===== src/rtl/tcm_arbiter.sv =====
//-----------------------------------------------------------------------------
// tcm_arbiter
//
// Arbitrates an instruction port (ibus) and a data port (dbus) onto a single
// tightly-coupled memory. One access is in flight at a time:
//   IDLE  : pick a winner, latch its request fields
//   ISSUE : present the request to the TCM for exactly one cycle
//   WAIT  : hold until the TCM acks, then forward the ack to the winner
//
// dbus wins simultaneous requests. A starvation counter tracks consecutive
// dbus wins taken while ibus was waiting. Once it reaches STARVE_LIMIT, ibus
// wins the next arbitration.
//
// Ports
//   i_clk, i_reset          clock, synchronous active-high reset
//   i_ibus_req/addr         instruction read request
//   o_ibus_ack              instruction completion (one cycle)
//   i_dbus_req/addr/sel/
//     write/data            data read/write request
//   o_dbus_ack              data completion (one cycle)
//   o_rdata                 shared read data (= i_tcm_data)
//   o_dev_sel/addr/sel/
//     write/wdata           TCM request bus, non-zero only in ISSUE
//   i_tcm_ack, i_tcm_data   TCM response
//   o_busy                  high outside IDLE
//-----------------------------------------------------------------------------
module tcm_arbiter #(
  parameter int MEM_ADDR_WIDTH = 8,
  parameter int STARVE_LIMIT   = 4
) (
  input  logic                      i_clk,
  input  logic                      i_reset,

  input  logic                      i_ibus_req,
  input  logic [MEM_ADDR_WIDTH+1:2] i_ibus_addr,
  output logic                      o_ibus_ack,

  input  logic                      i_dbus_req,
  input  logic [MEM_ADDR_WIDTH+1:2] i_dbus_addr,
  input  logic [3:0]                i_dbus_sel,
  input  logic                      i_dbus_write,
  input  logic [31:0]               i_dbus_data,
  output logic                      o_dbus_ack,

  output logic [31:0]               o_rdata,

  output logic                      o_dev_sel,
  output logic [MEM_ADDR_WIDTH+1:2] o_addr,
  output logic [3:0]                o_sel,
  output logic                      o_write,
  output logic [31:0]               o_wdata,
  input  logic                      i_tcm_ack,
  input  logic [31:0]               i_tcm_data,

  output logic                      o_busy
);

  localparam int CNT_W = (STARVE_LIMIT < 1) ? 1 : $clog2(STARVE_LIMIT + 1);

  typedef enum logic [1:0] {
    ST_IDLE,
    ST_ISSUE,
    ST_WAIT
  } state_t;

  state_t                    r_state;
  state_t                    w_next_state;
  logic                      r_grant;        // 0 = ibus, 1 = dbus
  logic                      w_next_grant;
  logic [CNT_W-1:0]          r_starve;
  logic [CNT_W-1:0]          w_next_starve;

  // Winner's request fields, captured when the grant is decided so the
  // access completes intact even if the requester drops or changes inputs.
  logic [MEM_ADDR_WIDTH+1:2] r_addr;
  logic [3:0]                r_sel;
  logic                      r_write;
  logic [31:0]               r_wdata;

  logic                      w_capture;
  logic                      w_starve_hit;
  logic                      w_pick_dbus;
  logic                      w_active;
  logic                      w_issue;

  assign w_starve_hit = (r_starve == CNT_W'(STARVE_LIMIT));
  assign w_pick_dbus  = i_dbus_req && !(i_ibus_req && w_starve_hit);

  //---------------------------------------------------------------------------
  // Next-state / arbitration
  //---------------------------------------------------------------------------
  always_comb begin
    w_next_state  = r_state;
    w_next_grant  = r_grant;
    w_next_starve = r_starve;
    w_capture     = 1'b0;

    case (r_state)
      ST_IDLE: begin
        if (!i_ibus_req) begin
          w_next_starve = '0;
        end
        if (i_ibus_req || i_dbus_req) begin
          w_next_grant = w_pick_dbus;
          w_next_state = ST_ISSUE;
          w_capture    = 1'b1;
          if (w_pick_dbus) begin
            if (i_ibus_req && !w_starve_hit) begin
              w_next_starve = r_starve + CNT_W'(1);
            end
          end else begin
            w_next_starve = '0;
          end
        end
      end

      ST_ISSUE: begin
        w_next_state = ST_WAIT;
      end

      ST_WAIT: begin
        if (i_tcm_ack) begin
          w_next_state = ST_IDLE;
        end
      end

      default: begin
        w_next_state = ST_IDLE;
      end
    endcase
  end

  //---------------------------------------------------------------------------
  // State registers
  //---------------------------------------------------------------------------
  always_ff @(posedge i_clk) begin
    if (i_reset) begin
      r_state  <= ST_IDLE;
      r_grant  <= 1'b0;
      r_starve <= '0;
      r_addr   <= '0;
      r_sel    <= '0;
      r_write  <= 1'b0;
      r_wdata  <= '0;
    end else begin
      r_state  <= w_next_state;
      r_grant  <= w_next_grant;
      r_starve <= w_next_starve;
      if (w_capture) begin
        if (w_pick_dbus) begin
          r_addr  <= i_dbus_addr;
          r_sel   <= i_dbus_sel;
          r_write <= i_dbus_write;
          r_wdata <= i_dbus_data;
        end else begin
          r_addr  <= i_ibus_addr;
          r_sel   <= '1;
          r_write <= 1'b0;
          r_wdata <= '0;
        end
      end
    end
  end

  //---------------------------------------------------------------------------
  // Outputs
  //---------------------------------------------------------------------------
  // Reset is synchronous, so the state register still holds its old value
  // during the reset cycle; gating with i_reset keeps every control output
  // quiet for that cycle (including an ack that happens to arrive in WAIT).
  assign w_active = !i_reset;
  assign w_issue  = w_active && (r_state == ST_ISSUE);

  assign o_dev_sel  = w_issue;
  assign o_addr     = w_issue ? r_addr  : '0;
  assign o_sel      = w_issue ? r_sel   : '0;
  assign o_write    = w_issue ? r_write : 1'b0;
  assign o_wdata    = w_issue ? r_wdata : '0;

  assign o_ibus_ack = w_active && (r_state == ST_WAIT) && i_tcm_ack && !r_grant;
  assign o_dbus_ack = w_active && (r_state == ST_WAIT) && i_tcm_ack &&  r_grant;

  assign o_busy     = w_active && (r_state != ST_IDLE);
  assign o_rdata    = i_tcm_data;

endmodule


===== config.mk =====
export PLATFORM = sky130hd
export DESIGN_NAME = tcm_arbiter
export DESIGN_NICKNAME = d
export VERILOG_FILES = /design/src/rtl/tcm_arbiter.sv
export SDC_FILE = /design/constraint.sdc
export NUM_CORES = 1
export LEC_CHECK = 0
export CAP_MARGIN = 5
export CORE_MARGIN = 4
export CORE_UTILIZATION = 40
export CTS_BUF_LIST = sky130_fd_sc_hd__clkbuf_16
export DETAILED_ROUTE_END_ITERATION = 8
export PLACE_DENSITY = 0.87
export SLEW_MARGIN = 20
export SYNTH_ARGS = -nofsm -noshare
export SYNTH_HDL_FRONTEND = slang
export SYNTH_SLANG_ARGS = --single-unit
export TNS_END_PERCENT = 5

===== constraint.sdc =====
create_clock -name i_clk -period 2.21 [get_ports i_clk]
set_clock_uncertainty 0.1 [all_clocks]
set_input_delay 0.3315 -clock i_clk [delete_from_list [all_inputs] [get_ports i_clk]]
set_output_delay 0.3315 -clock i_clk [all_outputs]
set_load 0.03 [all_outputs]

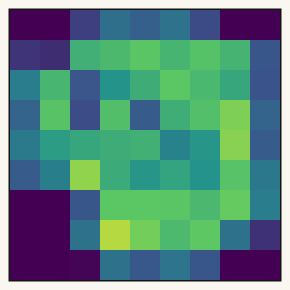
(run_1/cell_density.png)
Scale: 3 px per um. The die is cut into 9 by 9 equal tiles; dark purple is low, yellow is high, 0 to 100% covered.
tiles over 75% full = 7.4%
densest ninth of the die = bottom center
mean over tiles = 43%
final core occ: 55.9%
Core Util at FP: 41.9%
core footprint: 0.00642 mm^2

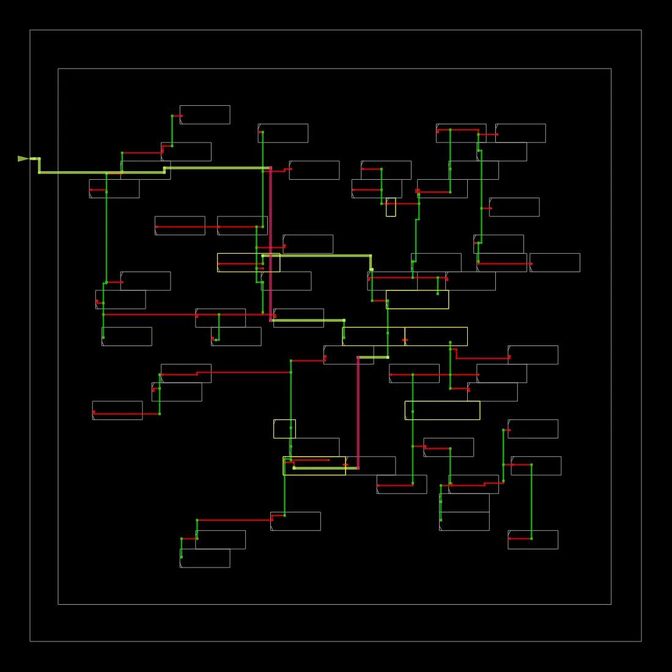
(run_1/clocks.png)
layout sequential cell count: 51
clk latency late pin: 0.29 ns
clock buf count: 5

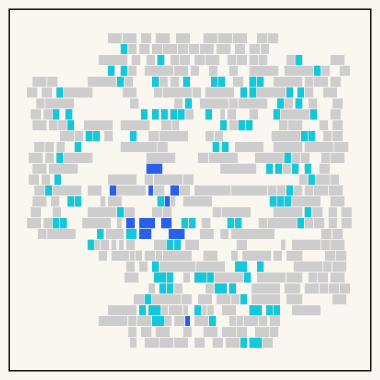
(run_1/logic_types.png)
Scale: 4 px per um.
cyan -> aoi and oai cells  # cells 97, where all over the die
blue -> nor cells  # cells 11, where center

==> ci_impl_report.md, run 1 <==
## Synthesis and layout report

| Metric | Value |
|---|---|
| RD Place Congestion | 0.813 |
| Post-Syn Area | 0.00269 mm^2 |
| Nets | 487 |
| Finished Layout Cells | 473 |
| Endpoints failing setup | 0 |
| Total combinational power | 0.444 mW |
| Seq/Total Area, Yosys | 38.0% |
| Min-Delay Path Class | reg -> reg |
| Total die area | 0.00810 mm^2 |
| Non-clock buffer count | 117 |
| Top cell excl fill/tap | buf_4 |
| Setup_tns | 0 ns |
| Unique masters post-synth | 28 |
| Critical Path RT | 1.78 ns |
| WL final | 7.75 mm |
| Placed inst area | 0.00342 mm^2 |
| Min Clock Period, post-route | 2.11 ns |
| Ports | 171 |
| Most frequent cells in the layout | buf_4 (59), clkdlybuf4s50_1 (56), dfxtp_1 (51) |
| Final Max Tran Viols | 0 |
| Ant. Diodes | 0 |
| Register Area | 0.00102 mm^2 |
| Mapped Nets | 428 |
| GRT overflow | 0 |
| H-Tree Depth | 2 |
| Outcome | finished, final reports clean |
| Arr. time, crit path | 1.68 ns |
| Initial DRC Count | 147 |
| Seq power | 1.03 mW |
| Tapcell Cnt | 77 |
| CTS clk-pin slew, worst paths | 0.07 ns |
| Comb area share | 35.6% |
| Slew @ Worst Pin | 0.525 ns |
| Vias/cell | 5.56 |
| Non-clk buf share | 28.2% |
| Vias in the first global route | 2575 |
| Worst vdd ir | 381 uV |
| Unrepaired setup endpoints after global routing | no |
| DR WL met2 | 4.03 mm |
| Pwr top | sequential cells |
| Rows | 29 |
| Logic pwr share | 19.0% |
| Sequential share of power | 43.9% |
[run 1: registers in the layout, summed over array words and instances, names as in the netlist]
signal,flops
r_addr,8
r_grant,1
r_sel,4
r_starve,3
r_state,2
r_wdata,32
r_write,1
[run 1: worst max-delay path, cell delays in order, from the launching register on]
cell	delay, ns
dfxtp_1	0.50
nor2_4	0.07
nor2_1	0.12
clkdlybuf4s50_1	0.70
[run 1: layer usage]
metal / vias up / GRT usage [%]
met5: - / 0
met4: 0 / 5.36
met3: 10 / 6.43
met2: 107 / 31.7
met1: 1235 / 20.8
li1: 1279 / -
[run 1: Yosys cell counts]
cell type	instances	share of area, %
a21oi_1	46	8.6
a311oi_1	8	2.6
and2_1	46	11
and3_1	2	0.47
buf_1	2	0.28
buf_2	8	1.5
buf_4	34	9.5
clkbuf_1	21	2.9
dfxtp_1	51	38
ha_1	2	0.93
inv_1	4	0.56
nand2_1	6	0.84
nand2b_1	1	0.23
nand3_1	10	1.9
nand4_1	35	8.1
nor2_1	3	0.42
nor2_2	2	0.47
nor2_4	2	0.84
nor2b_1	1	0.23
nor3_1	1	0.19
nor3b_1	1	0.28
nor4b_1	1	0.33
o211ai_1	1	0.28
o21ai_0	39	7.3
o21ai_1	3	0.56
o221a_2	4	1.7
or2_1	1	0.23
or2_2	1	0.23
[run 1: logic make-up after synthesis]
family                   synth area share [%]
AND/OR/NAND/NOR                          25.4
adder cells (fa/ha/maj)                 0.930
AND-OR/OR-AND                            20.9
buffers and inverters                    14.7
flip-flops                               38.0
[run 1: worst paths after layout]
path	startpoint	to	slack (ns)	depth (start not counted)
setup / recovery	r_state[1]	o_busy	0.10	3
hold reg to reg	r_wdata[2]	r_wdata[2]	0.37	2
hold / removal	r_wdata[2]	r_wdata[2]	0.37	2
setup reg to reg	r_state[1]	r_wdata[24]	0.40	4
==> run_1/flops_by_reg.png <==
Scale: 4 px per um.
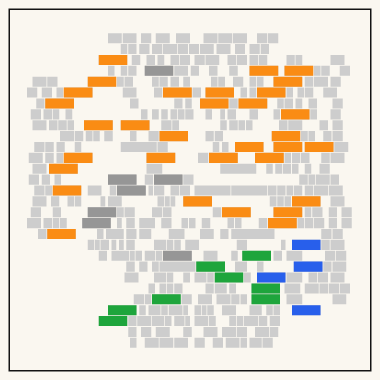

==> run 2: changes to the inputs <==
REMOVE_ABC_BUFFERS = 1   (was not set)
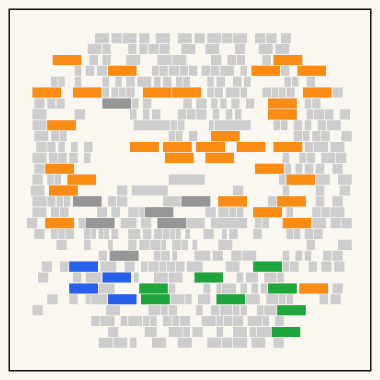
(run_2/flops_by_reg.png)
Scale: 4 px per um.
orange -> `r_wdata`  # placed flops 32
green -> `r_addr`  # placed flops 8
blue -> `r_sel`  # placed flops 4, where lower left
not colored = 7

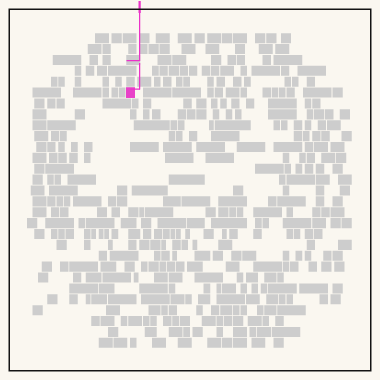
(run_2/io_fan.png)
Scale: 4 px per um.
magenta -> `i_dbus_write`  # direction input, end cells 1, buffers 1, wire 24.4 um
IO buf count: 106
Ports: 171

==> run 2 against run 1 <==
  * Clock power down 17%
  * First-iteration DRC count decreased by 15%
  * Global-route usage up 2.4 points
  * Sequential share of layout area rose by 0.13 points
  * Routed wire length up 13%
  * Register-to-register slack improved by 0.07 ns
  * Worst setup slack improved by 0.0016 ns
  * Synthesized cell count unchanged
  * Sequential power about the same
  * Cell area decreased by 0.45%
  * Highest routed layer is now met5
==> ci_impl_report.md, run 2 <==
## Synthesis and layout report

| Metric | Value |
|---|---|
| Outcome | finished, final reports clean (unchanged) |
| Cell count after synthesis | 336 (unchanged) |
| Nets | 489 (was 487) |
| Hold Startpoint | r_wdata[9] (was r_wdata[2]) |
| Core Util at FP | 41.9% (unchanged) |
| Fraction of layout cells with a size suffix above 1 | 19.3% (was 19.4%) |
| Wire per inst | 18.5 um (was 16.4 um) |
| Placed inst area | 0.00344 mm^2 (was 0.00342 mm^2) |
| Ant. Diodes | 0 (unchanged) |
| Pwr per Cell Area | 613 mW/mm^2 (was 651 mW/mm^2) |
| WL final | 8.77 mm (was 7.75 mm) |
| Commonest cells post-synth | dfxtp_1 (51), a21oi_1 (46), and2_1 (46) (unchanged) |
| Total die area | 0.00810 mm^2 (unchanged) |
| Most common reg cell | dfxtp_1 (unchanged) |
| Slew @ Worst Pin | 0.504 ns (was 0.525 ns) |
| Vias/cell | 5.65 (was 5.56) |
| Drt drc | 0 (unchanged) |
| Critical Path RT | 1.78 ns (about the same) |
| Initial DRC Count | 125 (was 147) |
| Met3 Resource Use GR | 10.5% (was 6.43%) |
| Core footprint | 0.00642 mm^2 (unchanged) |
| Post-CTS Setup Bufs | 0 (unchanged) |
| Seq/Total Area, Yosys | 38.0% (unchanged) |
| Routing usage on met1 | 25.2% (was 20.8%) |
| Logic family by area | simple AND/OR/NAND/NOR gates (unchanged) |
| Async SR Flop Fraction | 0% (unchanged) |
| Final Max Tran Viols | 0 (unchanged) |
| RD Place Congestion | 0.765 (was 0.813) |
| Worst R2R Path Depth | 4 (unchanged) |
| Max-area cell share | 38.0% (unchanged) |
| Worst r2r src | r_state[1] (unchanged) |
| Setup_tns | 0 ns (unchanged) |
| Final core occ | 55.7% (was 55.9%) |
| Simple-gate share of the synthesized area | 25.4% (unchanged) |
| DR WL met2 | 4.06 mm (was 4.03 mm) |
| Total GRT Usage | 20.5% (was 18.2%) |
| CP endpoint | o_busy (unchanged) |
| Pwr Total | 2.19 mW (was 2.34 mW) |
| Count leader, synth | dfxtp_1 (unchanged) |
| Hpwl dp | 6.44 mm (was 5.45 mm) |
| CTS tree | yes (unchanged) |
| RR Endpoint | r_sel[1] (was r_wdata[24]) |
| Critical path endpoint category | output pin (unchanged) |
| XOR/XNOR Area Share | 0% (unchanged) |
| Top cell excl fill/tap | buf_4 (unchanged) |
| Largest Register | r_wdata (unchanged) |
| Global-route wire length before repair | 13.7 mm (was 12.3 mm) |
| Area growth from synthesis to layout | 32.9% (was 33.5%) |
| Rows | 29 (unchanged) |
| GRT overflow | 0 (unchanged) |
| Number of enable flip-flop cells | 0 (unchanged) |
| Most frequent cells in the layout | buf_4 (61), clkdlybuf4s50_1 (56), dfxtp_1 (51) (was buf_4 (59), clkdlybuf4s50_1 (56), dfxtp_1 (51)) |
| Flip-flop and latch count after synthesis | 51 (unchanged) |
| Vias | 2686 (was 2631) |
| Post-Syn Area | 0.00269 mm^2 (unchanged) |
| Arr. time, crit path | 1.68 ns (about the same) |
| Register Area | 0.00102 mm^2 (unchanged) |
| Post-synth top area cell | dfxtp_1 (unchanged) |
| Drt first pass iters | 6 (was 5) |
| Aoi share | 20.9% (unchanged) |
| Top cells, area | dfxtp_1 (38%), and2_1 (11%), buf_4 (9.5%) (unchanged) |
| Period Utilization, post-route | 95.4% (was 95.5%) |
| Die W | 90.0 um (unchanged) |
| Synthesis Warnings | 0 (unchanged) |
| Synth mux share | 0% (unchanged) |
| H-Tree Depth | 2 (unchanged) |
| Flop-to-flop setup slack | 0.47 ns (was 0.40 ns) |
| Grt peak-use layer | met2 (unchanged) |
| Max_slew headroom | 66.4% (was 65.0%) |
| Unrepaired setup endpoints after global routing | no (unchanged) |
| Worst vdd ir | 370 uV (was 381 uV) |
| Setup crit start | r_state[1] (unchanged) |
| Adder share | 0.930% (unchanged) |
| Avg Inst Size Synth | 8.01 um^2 (unchanged) |
| CTS clk-pin slew, worst paths | 0.06 ns (was 0.07 ns) |
| Top Registers | r_wdata (32), r_addr (8), r_sel (4) (unchanged) |
| Unique masters post-synth | 28 (unchanged) |
| Max reg flops | 32 (unchanged) |
| Clk root buf | clkbuf_16 (unchanged) |
| Min Clock Period, post-route | 2.11 ns (about the same) |
| Endpoints failing setup | 0 (unchanged) |
| Min-Delay Path Class | reg -> reg (unchanged) |
| Vias in the first global route | 2620 (was 2575) |
| # Cells Yosys | 336 (unchanged) |
| Met2 Use GR | 31.7% (about the same) |
| Clock buffer depth | 2 (unchanged) |
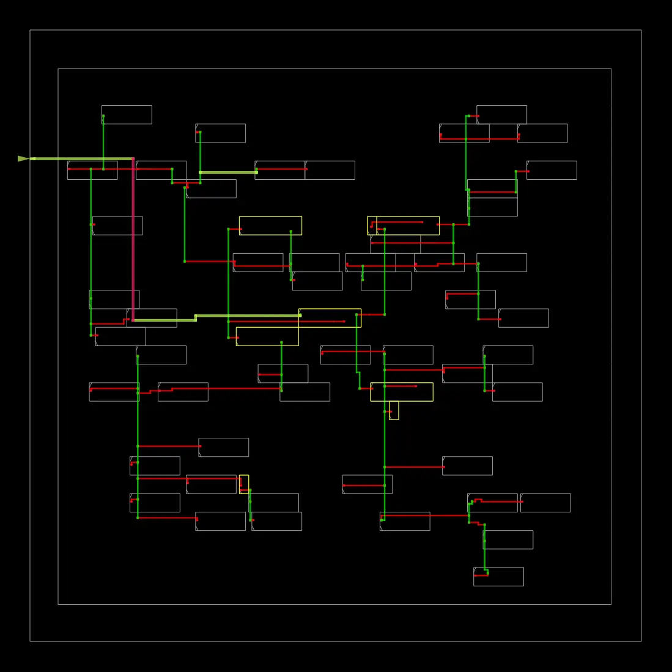
(run_2/clocks.png)
clk latency late pin: 0.28 ns
CTS Buf Count: 5
CTS Sinks: 51
clock distribution power: 0.718 mW

-- run 2: cell count changes in the layout (fill, tap and decap cells not counted), sizes merged --
cell    change
buf         +2
bufinv      -1
clkinv      +1
-- run 2: worst min-delay path by stage --
| stage | endpoint | cells after the start |
|---|---|---|
| floorplan | r_grant | 1 |
| global placement | r_wdata[13] | 2 |
| detailed placement | r_wdata[27] | 2 |
| CTS | r_wdata[27] | 2 |
| global route | r_wdata[13] | 2 |
| finish | r_wdata[9] | 2 |
-- run 2: final cells by class --
type | instances | area share, %
multi-input cells | 216 | 35.7
repair buffers | 119 | 28.8
flip-flops and latches | 51 | 28.6
clock buffers | 5 | 3.50
well taps | 77 | 2.70
inverters | 4 | 0.420
clock inverters | 3 | 0.315
-- run 2: cell families (layout without fill, tap and decap cells) --
family | Yosys count | in the layout
compound gates | 101 | 101
fa+ha+maj | 2 | 2
buf+inv | 69 | 131
flops | 51 | 51
simple gates | 113 | 113
-- run 2: power breakdown --
part / internal (mW) / switching, mW / total [mW]
combinational: 0.206 / 0.241 / 0.447
sequential: 0.991 / 0.0367 / 1.03
clock: 0.408 / 0.310 / 0.718
-- run 2: stage by stage --
step | hold WS (ns) | setup WS, ns | std cells
4_1_cts | 0.369 | 0.0879 | 475
2_1_floorplan | 0.301 | 0.0623 | 271
6_report | 0.371 | 0.102 | 475
3_3_place_gp | 0.353 | 0.362 | 467
5_1_grt | 0.400 | 0.0539 | 475
3_5_place_dp | 0.361 | 0.327 | 467
-- run 2: critical path: stages, from the launching register on --
cell	delay [ns]
dfxtp_1	0.46
nor2_4	0.06
nor2_1	0.16
clkdlybuf4s50_1	0.71
Power figures rest on the tool's default switching activity, not on a simulated workload.
